<file path="src/rtl/fifo_uart_tx_if.sv">
// FIFO read-side handshake between a byte FIFO (master) and the UART transmitter (slave).
// The slave samples q while q_ready is high and pops the head with a one-cycle strobe.
interface fifo_uart_tx_if #(
  parameter int WIDTH = 8
) ();

  logic [WIDTH-1:0] q;
  logic             q_ready;
  logic             q_out_strobe;

  modport master (
    output q,
    output q_ready,
    input  q_out_strobe
  );

  modport slave (
    input  q,
    input  q_ready,
    output q_out_strobe
  );

endinterface

</file>
<file path="src/rtl/fifo_uart_tx.sv">
// Serial transmit stage that pops words from a FIFO and sends each one LSB-first
// as start bit, data bits, optional parity bit and stop bit on the tx line.
module fifo_uart_tx #(
  parameter int WIDTH        = 8,
  parameter int CLKS_PER_BIT = 16,
  parameter int PARITY       = 0
) (
  input  logic            clk,
  input  logic            rst_n,
  fifo_uart_tx_if.slave   fifo,
  input  logic            enable,
  output logic            tx,
  output logic            busy
);

  localparam int CNT_W = $clog2(CLKS_PER_BIT);
  localparam int BIT_W = (WIDTH > 1) ? $clog2(WIDTH) : 1;
  // Any PARITY value other than 1 (even) or 2 (odd) sends no parity bit.
  localparam bit PAR_EN = (PARITY == 1) || (PARITY == 2);
  localparam logic [CNT_W-1:0] CNT_LAST = CNT_W'(CLKS_PER_BIT - 1);
  localparam logic [BIT_W-1:0] BIT_LAST = BIT_W'(WIDTH - 1);

  typedef enum logic [2:0] {
    S_IDLE,
    S_START,
    S_DATA,
    S_PARITY,
    S_STOP
  } state_t;

  state_t           state,   state_d;
  logic [WIDTH-1:0] shift,   shift_d;
  logic [CNT_W-1:0] clk_cnt, clk_cnt_d;
  logic [BIT_W-1:0] bit_cnt, bit_cnt_d;
  logic             par_bit, par_bit_d;
  logic             tx_d;
  logic             busy_d;
  logic             strobe,  strobe_d;
  logic             load;
  logic             bit_done;

  assign fifo.q_out_strobe = strobe;
  assign bit_done          = (clk_cnt == CNT_LAST);

  always_comb begin
    // NOTE: every signal driven here gets a default first, so no path can infer a latch.
    state_d   = state;
    shift_d   = shift;
    clk_cnt_d = clk_cnt;
    bit_cnt_d = bit_cnt;
    par_bit_d = par_bit;
    tx_d      = tx;
    busy_d    = busy;
    strobe_d  = 1'b0;
    load      = 1'b0;

    if (state != S_IDLE) begin
      clk_cnt_d = bit_done ? '0 : clk_cnt + 1'b1;
    end

    unique case (state)
      S_IDLE: begin
        load = enable && fifo.q_ready;
      end

      S_START: begin
        if (bit_done) begin
          state_d   = S_DATA;
          tx_d      = shift[0];
          shift_d   = shift >> 1;
          bit_cnt_d = '0;
        end
      end

      S_DATA: begin
        if (bit_done) begin
          if (bit_cnt != BIT_LAST) begin
            tx_d      = shift[0];
            shift_d   = shift >> 1;
            bit_cnt_d = bit_cnt + 1'b1;
          end else if (PAR_EN) begin
            state_d = S_PARITY;
            tx_d    = par_bit;
          end else begin
            state_d = S_STOP;
            tx_d    = 1'b1;
          end
        end
      end

      S_PARITY: begin
        if (bit_done) begin
          state_d = S_STOP;
          tx_d    = 1'b1;
        end
      end

      S_STOP: begin
        if (bit_done) begin
          // A waiting word chains straight into the next start bit with no idle gap.
          load = enable && fifo.q_ready;
          if (!load) begin
            state_d = S_IDLE;
            busy_d  = 1'b0;
          end
        end
      end

      default: begin
        state_d = S_IDLE;
      end
    endcase

    if (load) begin
      state_d   = S_START;
      shift_d   = fifo.q;
      par_bit_d = (PARITY == 2) ? ~^fifo.q : ^fifo.q;
      strobe_d  = 1'b1;
      tx_d      = 1'b0;
      busy_d    = 1'b1;
      bit_cnt_d = '0;
      clk_cnt_d = '0;
    end
  end

  // NOTE: state uses non-blocking assignments so every register sees pre-edge values.
  // NOTE: reset is asynchronous and abandons any frame in flight; the popped word is lost.
  always_ff @(posedge clk or negedge rst_n) begin
    if (!rst_n) begin
      state   <= S_IDLE;
      shift   <= '0;
      clk_cnt <= '0;
      bit_cnt <= '0;
      par_bit <= 1'b0;
      tx      <= 1'b1;
      busy    <= 1'b0;
      strobe  <= 1'b0;
    end else begin
      state   <= state_d;
      shift   <= shift_d;
      clk_cnt <= clk_cnt_d;
      bit_cnt <= bit_cnt_d;
      par_bit <= par_bit_d;
      tx      <= tx_d;
      busy    <= busy_d;
      strobe  <= strobe_d;
    end
  end

endmodule
</file>
<file path="src/flat_wrapper.sv">
// flat-port wrapper written by rule: the top's interface ports become plain ports
module fifo_uart_tx_flat 
#(
  parameter int WIDTH        = 8,
  parameter int CLKS_PER_BIT = 16,
  parameter int PARITY       = 0
)
  (clk, rst_n, enable, tx, busy, fifo_q, fifo_q_ready, fifo_q_out_strobe);
  fifo_uart_tx_if #(.WIDTH(WIDTH)) fifo_i ();
  input  logic clk;
  input  logic rst_n;
  input  logic enable;
  output logic tx;
  output logic busy;
  input wire logic [$bits(fifo_i.q)-1:0] fifo_q;
  input wire logic [$bits(fifo_i.q_ready)-1:0] fifo_q_ready;
  output wire logic [$bits(fifo_i.q_out_strobe)-1:0] fifo_q_out_strobe;
  assign fifo_i.q = fifo_q;
  assign fifo_i.q_ready = fifo_q_ready;
  assign fifo_q_out_strobe = fifo_i.q_out_strobe;
  fifo_uart_tx #(.WIDTH(WIDTH), .CLKS_PER_BIT(CLKS_PER_BIT), .PARITY(PARITY)) u_core (.clk(clk), .rst_n(rst_n), .fifo(fifo_i), .enable(enable), .tx(tx), .busy(busy));
endmodule
</file>
<file path="config.mk">
export PLATFORM = sky130hd
export DESIGN_NAME = fifo_uart_tx_flat
export DESIGN_NICKNAME = d
export VERILOG_FILES = /design/src/rtl/fifo_uart_tx_if.sv /design/src/rtl/fifo_uart_tx.sv /design/src/flat_wrapper.sv
export SDC_FILE = /design/constraint.sdc
export NUM_CORES = 1
export LEC_CHECK = 0
export ABC_AREA = 1
export CAP_MARGIN = 20
export CORE_MARGIN = 2
export CORE_UTILIZATION = 57
export CTS_BUF_LIST = sky130_fd_sc_hd__clkbuf_16
export CTS_CLUSTER_SIZE = 14
export DETAILED_ROUTE_END_ITERATION = 8
export PLACE_DENSITY = 0.82
export REMOVE_ABC_BUFFERS = 1
export SKIP_CTS_REPAIR_TIMING = 1
export SLEW_MARGIN = 40
export SYNTH_ARGS = -nofsm -noshare
export SYNTH_HDL_FRONTEND = slang
export SYNTH_SLANG_ARGS = --single-unit
</file>
<file path="constraint.sdc">
create_clock -name clk -period 2.2 [get_ports clk]
set_clock_uncertainty 0.05 [all_clocks]
set_input_delay 0.33 -clock clk [delete_from_list [all_inputs] [get_ports clk]]
set_output_delay 0.33 -clock clk [all_outputs]
set_load 0.005 [all_outputs]
</file>
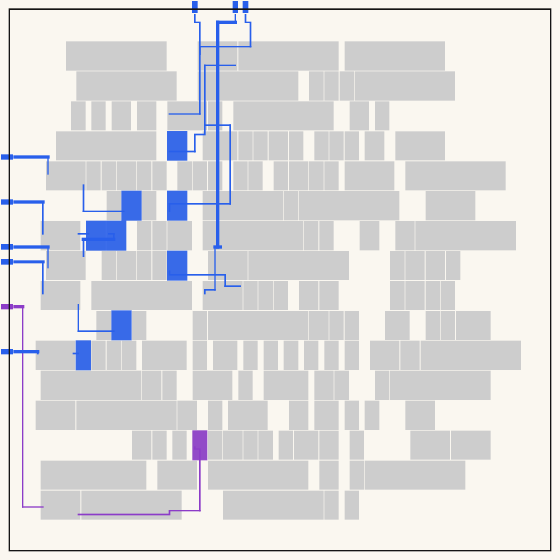
*Port wiring, run 1*
fifo_q -> blue  # bits 8, direction input, edge 5 west, 3 north, end cells 8, wire 127 um
enable -> purple  # bits 1, direction input, edge west, end cells 1, wire 38.3 um
Buffers on Ports: 14
# IOs: 15

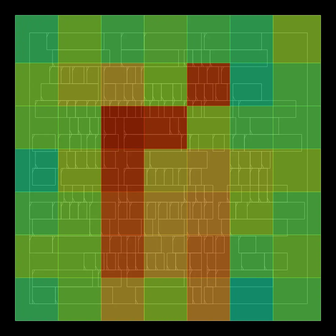
*Congestion heat map, run 1*
fraction of met2 tracks used by global routing: 36.5%
routed len/inst: 12.1 um

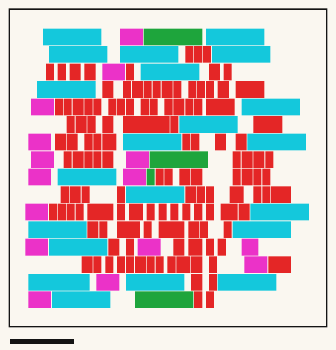
*Cells coloured by class, run 1*
Scale bar: 10 um.
clock drivers and dummy loads -> green  # cells 4
flip-flops -> cyan  # cells 21
all other logic -> red  # cells 127
other buffers and delay cells -> magenta  # cells 15
share of cell area taken by flip-flops and latches: 37.7%
row cnt: 16

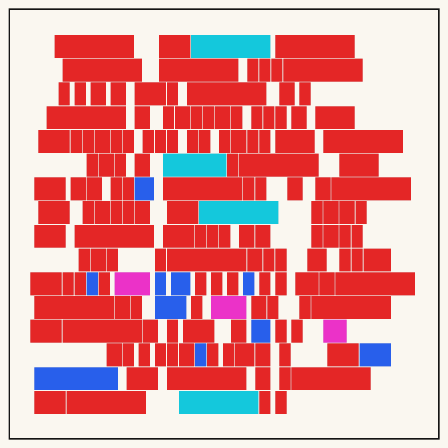
*Cells by drive strength, run 1*
drive 1 or less -> red  # cells 150, share 90%
drive 3 to 4 -> magenta  # cells 3, share 1.8%
drive 6 and up -> cyan  # cells 4, share 2.4%
drive 2 -> blue  # cells 10, share 6.0%
buffer count excluding the clock tree in the final layout: 15
area overhead of the layout relative to synthesis: 20.6%
Design Area, Final: 1400 sq um
slack of the critical path: 289 ps

==> results.rst, run 1 <==
Run summary
-----------

.. list-table::
   :header-rows: 1

   * - Metric
     - Value
   * - Run status
     - complete, no violations
   * - Grt peak-use layer
     - met2
   * - Worst voltage drop across the vdd grid
     - roughly 840 uV
   * - Die width
     - 49.1 um
   * - Root buffer cell
     - clkbuf_16
   * - Top fanout value on the critical path
     - 12
   * - Max_slew headroom
     - 63.5%
   * - Fraction of final layout cells with drive strength greater than 1
     - 10.2%
   * - Critical path data arrival time
     - 2050 ps
   * - Late-Pin Clk Latency
     - 250 ps
   * - Slew at the pin closest to its max-slew limit
     - 547 ps
   * - Nets
     - about 180
   * - Final cell count without fillers
     - 194
   * - Cell with the biggest individual delay on the critical path
     - dfrtp_1
   * - Final HPWL DP
     - about 1700 um
   * - Cell family contributing the most delay on the critical path
     - simple AND/OR/NAND/NOR gates
   * - Stages on worst setup path
     - 9
   * - Hold violation count in the final report
     - 0
   * - Final Cycle Share
     - 86.9%
   * - Ys cells
     - 151
   * - Floorplan Utilization
     - 59.6%
   * - Clock buffer count from CTS
     - 3
   * - Combined buffer and inverter count along the critical path
     - 1
   * - RSZ-0062 raised after global routing
     - no
   * - Number of clock sinks
     - 21
   * - Antenna violations before repair
     - 0
   * - PwrDens
     - 1240 nW/um^2
   * - Total of max-cap violations
     - 0
   * - Tally of unique sky130hd cells used after synthesis
     - 22
   * - Maximum number of pins on one net before global-route repair
     - 27
   * - Diodes inserted
     - 0
   * - Fmax achieved
     - 523 MHz
   * - Remaining routing DRC violations
     - 0
   * - Type of element launching the critical path
     - flip-flop
   * - Fraction of met3 tracks used by global routing
     - 4.91%
   * - FF-to-FF End
     - u_core.shift[0]
   * - Die Y-Extent
     - 49.1 um
==> run 1: layout by cell type, fill, tap and decap left out, types with 2 or more instances in the layout <==
cell,n
nand2_1,58
nand3_1,26
dfrtp_1,20
clkdlybuf4s50_1,14
inv_1,11
nor2_1,7
inv_2,4
a21oi_1,3
ha_1,3
clkbuf_16,3
nand3_2,2
nand2_2,2
o21ai_1,2
nand4_1,2
o21ai_0,2
==> run 1: per-layer routing <==
layer / share of wire, % / vias to the layer above
met3: 3.9 / 7
met4: 2.9 / 0
met2: 50 / 25
li1: - / 520
met5: 0 / -
met1: 43 / 457
==> run 1: kinds of logic (layout without fill, tap and decap cells) <==
group	after synthesis	count (layout)	share of synthesized area, %
adder cells (fa/ha/maj)	3	3	3.24
flip-flops	21	21	45.5
XOR/XNOR	1	1	0.757
AND-OR/OR-AND	8	8	3.68
buffers and inverters	17	33	6.38
AND/OR/NAND/NOR	101	101	40.4
==> run 1: worst max-delay path by stage <==
stage	endpoint
floorplan	u_core.bit_cnt[0]
global placement	u_core.bit_cnt[1]
detailed placement	u_core.shift[3]
CTS	u_core.shift[0]
global route	u_core.shift[0]
finish	u_core.shift[0]
==> run 1: sequential cells by signal, indices dropped and copies added (netlist names) <==
name,count
u_core.bit_cnt,3
u_core.busy,1
u_core.clk_cnt,4
u_core.fifo.q_out_strobe,1
u_core.shift,8
u_core.state,3
u_core.tx,1
==> run 1: area by class of cell <==
type                    count  area (sq um)
clock buffers               3          75.1
clock inverters             1          3.75
fillers                   155           546
inverters                  14          52.6
multi-input cells         113           557
flip-flops and latches     21           527
well taps                  27          33.8
repair buffers             15           148
==> run 1: power by group <==
| part | switching [W] | internal (W) | leakage (nW) |
|---|---|---|---|
| registers | 0.000109 | 0.000519 | 0.269 |
| clock network | 0.000138 | 0.000242 | 0.0423 |
| logic | 0.000474 | 0.000254 | 0.444 |
| total | 0.000720 | 0.00102 | 0.755 |
==> run 1: synth_stat cells (all sizes together) <==
cell,count
nand3,28
nor2,10
dfstp,1
o21ai,4
inv,14
nand2,61
a21boi,1
ha,3
a21oi,3
xor2,1
dfrtp,20
nand4,2
buf,3
==> run 1: stage by stage <==
| stage | hold slack [ps] | util, % | setup WS [ps] | total power [W] | cell area (sq um) |
|---|---|---|---|---|---|
| final | 379 | 71.9 | 289 | 0.00174 | 1400 |
| after global routing | 411 | 71.9 | 131 | 0.00188 | 1400 |
| after CTS | 392 | 71.9 | 271 | 0.00175 | 1400 |
| after detailed placement | 421 | 67.8 | 317 | 0.00136 | 1320 |
| after global placement | 418 | 67.8 | 369 | 0.00133 | 1320 |
| after floorplan | -15.6 | - | 646 | 0.00117 | 1140 |
### Signal metal coverage by tile, run 1

Scale bar: 10 um. 10 x 10 tiles, from dark purple (low) to yellow (high), scaled to the fullest tile. Values are wire area over tile area, all layers added.
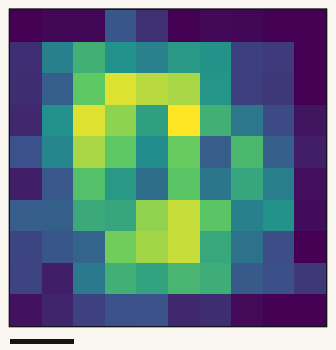

==> run 1 -> run 2 <==
--- a/config.mk
+++ b/config.mk
@@ -7,15 +7,16 @@
 export LEC_CHECK = 0
 export ABC_AREA = 1
 export CAP_MARGIN = 20
-export CORE_MARGIN = 2
+export CORE_MARGIN = 1
 export CORE_UTILIZATION = 57
 export CTS_BUF_LIST = sky130_fd_sc_hd__clkbuf_16
 export CTS_CLUSTER_SIZE = 14
 export DETAILED_ROUTE_END_ITERATION = 8
 export PLACE_DENSITY = 0.82
 export REMOVE_ABC_BUFFERS = 1
+export SETUP_SLACK_MARGIN = 0.02
 export SKIP_CTS_REPAIR_TIMING = 1
-export SLEW_MARGIN = 40
+export SLEW_MARGIN = 15
 export SYNTH_ARGS = -nofsm -noshare
 export SYNTH_HDL_FRONTEND = slang
 export SYNTH_SLANG_ARGS = --single-unit
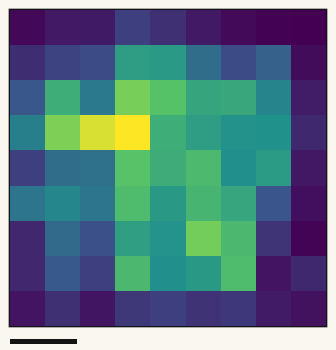
*Signal metal coverage by tile, run 2*
Scale bar: 10 um. 9 x 9 tiles, from dark purple (low) to yellow (high), scaled to the fullest tile. Values are wire area over tile area, all layers added.
densest ninth of the die = centre
nearly empty tiles = 3.7%
fullest tile = 0.48
routed len/inst: 12.4 um
Detailed Route WL: 2390 um

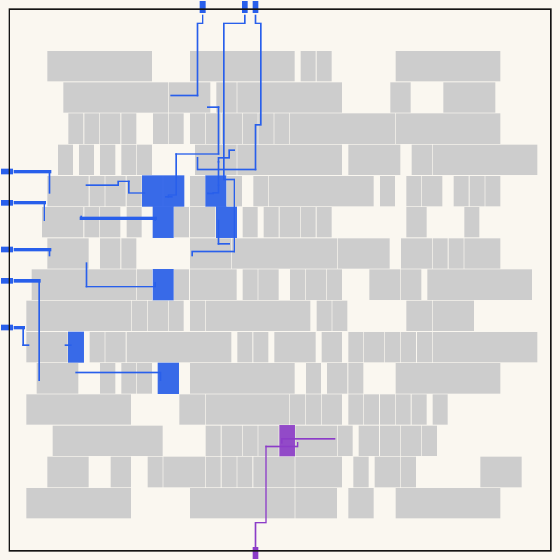
*Port wiring, run 2*
enable -> purple  # bits 1, direction input, edge south, end cells 1, wire 17.6 um
fifo_q -> blue  # bits 8, direction input, edge 5 west, 3 north, end cells 8, wire 136 um

==> results.rst, run 2 <==
Run summary
-----------

.. list-table::
   :header-rows: 1

   * - Metric
     - Value
   * - Floorplan Utilization
     - 63.6% (+4.0 points)
   * - Area overhead of the layout relative to synthesis
     - 20.4%
   * - Buffers on Ports
     - 14 (unchanged)
   * - # IOs
     - 15 (unchanged)
   * - Fraction of synthesis flops using an asynchronous set or reset pin
     - 100% (unchanged)
   * - Total of max-cap violations
     - 0 (unchanged)
   * - Run status
     - complete, no violations
   * - Critical path data arrival time
     - 1990 ps (-60 ps)
   * - Final HPWL DP
     - 1710 um (+1.5%)
   * - Combined buffer and inverter count along the critical path
     - 1 (unchanged)
   * - Most frequently placed logic cell in the final layout
     - nand2_1
   * - Top cells excl fill/tap
     - nand2_1 (58), nand3_1 (26), dfrtp_1 (20)
   * - Cell with the biggest individual delay on the critical path
     - dfrtp_1
   * - Root buffer cell
     - clkbuf_16
   * - Hold violation count in the final report
     - 0 (unchanged)
   * - Row cnt
     - 15 (-1)
   * - Max_slew headroom
     - 74.3% (+11 points)
   * - FF-to-FF End
     - u_core.bit_cnt[2]
   * - Design Area, Final
     - 1390 sq um (-0.18%)
   * - Clock buffer count from CTS
     - 3 (unchanged)
   * - Fraction of final layout cells with drive strength greater than 1
     - 10.2% (unchanged)
   * - Count of flip-flops with a built-in enable after synthesis
     - 0 (unchanged)
   * - Die width
     - 47.1 um (-4.1%)
   * - Worst voltage drop across the vdd grid
     - 842 uV (+0.54%)
   * - Primary flip-flop cell chosen by synthesis mapping
     - dfrtp_1
   * - Die Y-Extent
     - 47.1 um (-4.1%)
   * - Top reg by flops
     - u_core.shift
   * - Most frequent cells after synthesis
     - nand2_1 (58), nand3_1 (26), dfrtp_1 (20), inv_1 (10), nor2_1 (7)
   * - Area used by multi-input combinational logic
     - 557 sq um (unchanged)
   * - Most frequent cell after synthesis
     - nand2_1
   * - Number of clock sinks
     - 21 (unchanged)
   * - Flip-flop count of the largest register, all copies and words added
     - 8 (unchanged)
   * - RSZ-0062 raised after global routing
     - no
   * - Regs by FF count
     - u_core.shift (8), u_core.clk_cnt (4)
   * - Power after layout
     - 0.00175 W (+0.77%)
   * - Final Cycle Share
     - 84.2% (-2.7 points)
   * - Remaining routing DRC violations
     - 0 (unchanged)
   * - Cell family contributing the most delay on the critical path
     - simple AND/OR/NAND/NOR gates
   * - Diodes inserted
     - 0 (unchanged)
   * - Ys cells
     - 151 (unchanged)
   * - Tally of unique sky130hd cells used after synthesis
     - 22 (unchanged)
   * - Nets
     - 183 (unchanged)
## run 2: cell counts after synthesis
Identical to the previous run, type by type.
## run 2: final cells by class
type	instances	share of cell area [%]
multi-input cells	113	39.9
flip-flops and latches	21	37.8
repair buffers	15	10.6
clock buffers	3	5.39
inverters	14	3.77
well taps	25	2.24
clock inverters	1	0.269
## run 2: where the power goes
part	internal [W]	total [W]	switching [W]
Clock	0.000242	0.000376	0.000134
Sequential	0.000519	0.000633	0.000114
Combinational	0.000255	0.000741	0.000486
## run 2: stage by stage
step	hold WS, ps	utilization, %	std cells	setup slack [ps]
after floorplan	-15.6	-	148	646
after global placement	417	72.2	188	390
after detailed placement	419	72.2	188	349
after CTS	332	76.6	192	349
after global routing	351	76.6	192	224
final	314	76.6	192	347
## run 2: worst max path at each step
stage                           start                end  slack (ps)  cells past startpoint
floorplan           u_core.bit_cnt[0]  u_core.bit_cnt[0]         650                      9
CTS                 u_core.bit_cnt[0]  u_core.bit_cnt[2]         350                      9
detailed placement       fifo_q_ready    u_core.shift[5]         350                      7
global placement               enable    u_core.shift[2]         390                      7
global route        u_core.bit_cnt[0]    u_core.shift[5]         220                      9
finish              u_core.bit_cnt[0]  u_core.bit_cnt[2]         350                      9
## run 2: layer usage
metal  up-vias  global-route usage [%]  wire length (um)
met5         -                       0                 0
met4         0                    8.57                42
met3         6                    3.46                75
met2        25                    41.1              1220
met1       475                    32.0              1050
li1        515                       -                 -
## run 2: cell families (layout without fill, tap and decap cells)
kind of cell | after synthesis | after routing | synth area share, %
fa+ha+maj | 3 | 3 | 3.24
buf+inv | 17 | 33 | 6.38
xor+xnor | 1 | 1 | 0.757
simple gates | 101 | 101 | 40.4
flops | 21 | 21 | 45.5
compound gates | 8 | 8 | 3.68
### Cells by drive strength, run 2

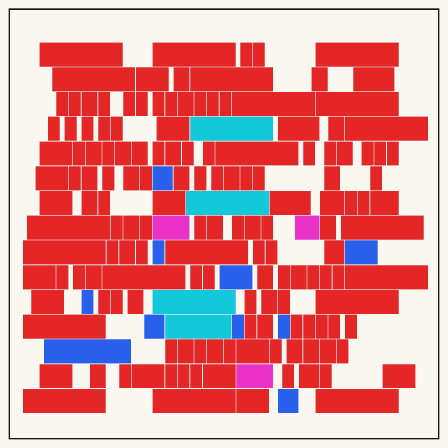

==> run 2 -> run 3 <==
--- a/config.mk
+++ b/config.mk
@@ -8,11 +8,11 @@
 export ABC_AREA = 1
 export CAP_MARGIN = 20
 export CORE_MARGIN = 1
-export CORE_UTILIZATION = 57
+export CORE_UTILIZATION = 53
 export CTS_BUF_LIST = sky130_fd_sc_hd__clkbuf_16
 export CTS_CLUSTER_SIZE = 14
 export DETAILED_ROUTE_END_ITERATION = 8
-export PLACE_DENSITY = 0.82
+export PLACE_DENSITY = 0.77
 export REMOVE_ABC_BUFFERS = 1
 export SETUP_SLACK_MARGIN = 0.02
 export SKIP_CTS_REPAIR_TIMING = 1
==> constraint.sdc (replaced) <==
create_clock -name clk -period 1.8 [get_ports clk]
set_clock_uncertainty 0.05 [all_clocks]
set_input_delay 0.27 -clock clk [delete_from_list [all_inputs] [get_ports clk]]
set_output_delay 0.27 -clock clk [all_outputs]
set_load 0.005 [all_outputs]
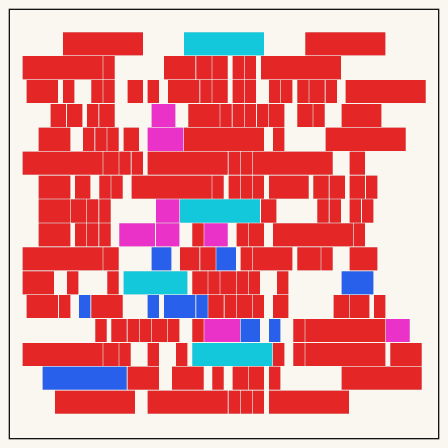
*Cells by drive strength, run 3*
drive 2 -> blue  # cells 10, share 5.8%
drive 6 and up -> cyan  # cells 4, share 2.3%
drive 3 to 4 -> magenta  # cells 8, share 4.7%
drive 1 or less -> red  # cells 149, share 87%
buffer count excluding the clock tree in the final layout: 19
slack of the critical path: 126 ps
Design Area, Final: 1430 sq um

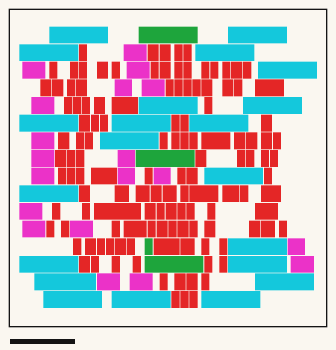
*Cells coloured by class, run 3*
Scale bar: 10 um.
flip-flops -> cyan  # cells 21
other buffers and delay cells -> magenta  # cells 19
clock drivers and dummy loads -> green  # cells 4
all other logic -> red  # cells 127
share of cell area taken by flip-flops and latches: 36.7%
fin util: 71.6%
area inside the core boundary: 2000 sq um

==> results.rst, run 3 <==
Run summary
-----------

.. list-table::
   :header-rows: 1

   * - Metric
     - Value
   * - FF-to-FF End
     - u_core.bit_cnt[2]
   * - # IOs
     - 15 (unchanged)
   * - Power after layout
     - 0.00222 W (+27%)
   * - Worst Setup EP
     - u_core.bit_cnt[2]
   * - RSZ-0062 raised after global routing
     - no
   * - Top reg by flops
     - u_core.shift
   * - Floorplan Utilization
     - 57.8% (-5.8 points)
   * - Cell with the biggest individual delay on the critical path
     - dfrtp_1
   * - Run status
     - complete, no violations
   * - Top cells excl fill/tap
     - nand2_1 (57), nand3_1 (26), dfrtp_1 (20)
   * - Fraction of final layout cells with drive strength greater than 1
     - 12.9% (+2.7 points)
   * - Routed len/inst
     - 11.9 um (-4.4%)
   * - Final Cycle Share
     - 93.0% (+8.8 points)
   * - Adder and majority gate portion of the synthesized area
     - 3.24% (unchanged)
   * - Number of clock sinks
     - 21 (unchanged)
   * - Most frequent cells after synthesis
     - nand2_1 (58), nand3_1 (26), dfrtp_1 (20), inv_1 (10), nor2_1 (7)
   * - Most frequent cell after synthesis
     - nand2_1
   * - Tally of unique sky130hd cells used after synthesis
     - 22 (unchanged)
   * - Root buffer cell
     - clkbuf_16
   * - Primary flip-flop cell chosen by synthesis mapping
     - dfrtp_1
## run 3: cell count changes in the layout (fill, tap and decap cells not counted), sizes merged
cell and change:
buf +4
## run 3: worst min-delay path by stage
stage,cells after the start,to
after floorplan,0,u_core.bit_cnt[0]
after global placement,2,u_core.tx
after detailed placement,2,u_core.tx
after CTS,2,u_core.clk_cnt[0]
after global routing,2,u_core.clk_cnt[0]
final,2,u_core.bit_cnt[2]
## run 3: layout make-up
type                       count  area share [%]
clock buffer                   3            5.24
clock inverter                 1           0.262
inverter                      14            3.66
multi-input combinational    113            39.4
sequential                    21            36.7
tap                           27            2.36
timing repair buffer          19            12.4
## run 3: critical path: cells and delay by family (launching register included)
family | cells | cell delay (ps)
adder cells (fa/ha/maj) | 2 | 400
buffers and inverters | 2 | 220
flip-flops | 1 | 400
AND/OR/NAND/NOR | 5 | 480
## run 3: routing by layer
| metal | routed length [um] | track usage, % | part of all wire, % | up-vias |
|---|---|---|---|---|
| met5 | 0 | 0 | 0 | - |
| met4 | 44 | 10.3 | 1.9 | 0 |
| met3 | 81 | 2.83 | 3.4 | 5 |
| met2 | 1120 | 37.0 | 48 | 21 |
| met1 | 1100 | 28.7 | 47 | 474 |
| li1 | - | - | - | 526 |
## run 3: through the flow
step | util [%] | setup slack (ps) | hold WS, ps | instances
3_5_place_dp | 67.3 | 79.9 | 419 | 194
3_3_place_gp | 67.3 | 119 | 420 | 194
2_1_floorplan | - | 246 | -75.6 | 148
5_1_grt | 71.6 | 22.6 | 338 | 198
6_report | 71.6 | 126 | 313 | 198
4_1_cts | 71.3 | 90.1 | 326 | 198
## run 3: kinds of logic (layout without fill, tap and decap cells)
logic type	Yosys count	in the layout
buf+inv	17	37
flops	21	21
compound gates	8	8
simple gates	101	101
fa+ha+maj	3	3
xor+xnor	1	1
## run 3: power by group
| group | switching [W] | leakage, nW | internal [W] |
|---|---|---|---|
| Combinational | 0.000610 | 0.464 | 0.000373 |
| Clock | 0.000174 | 0.0423 | 0.000296 |
| Sequential | 0.000135 | 0.269 | 0.000635 |
| Total | 0.000919 | 0.775 | 0.00130 |
Power is estimated from default activity; no workload was simulated.
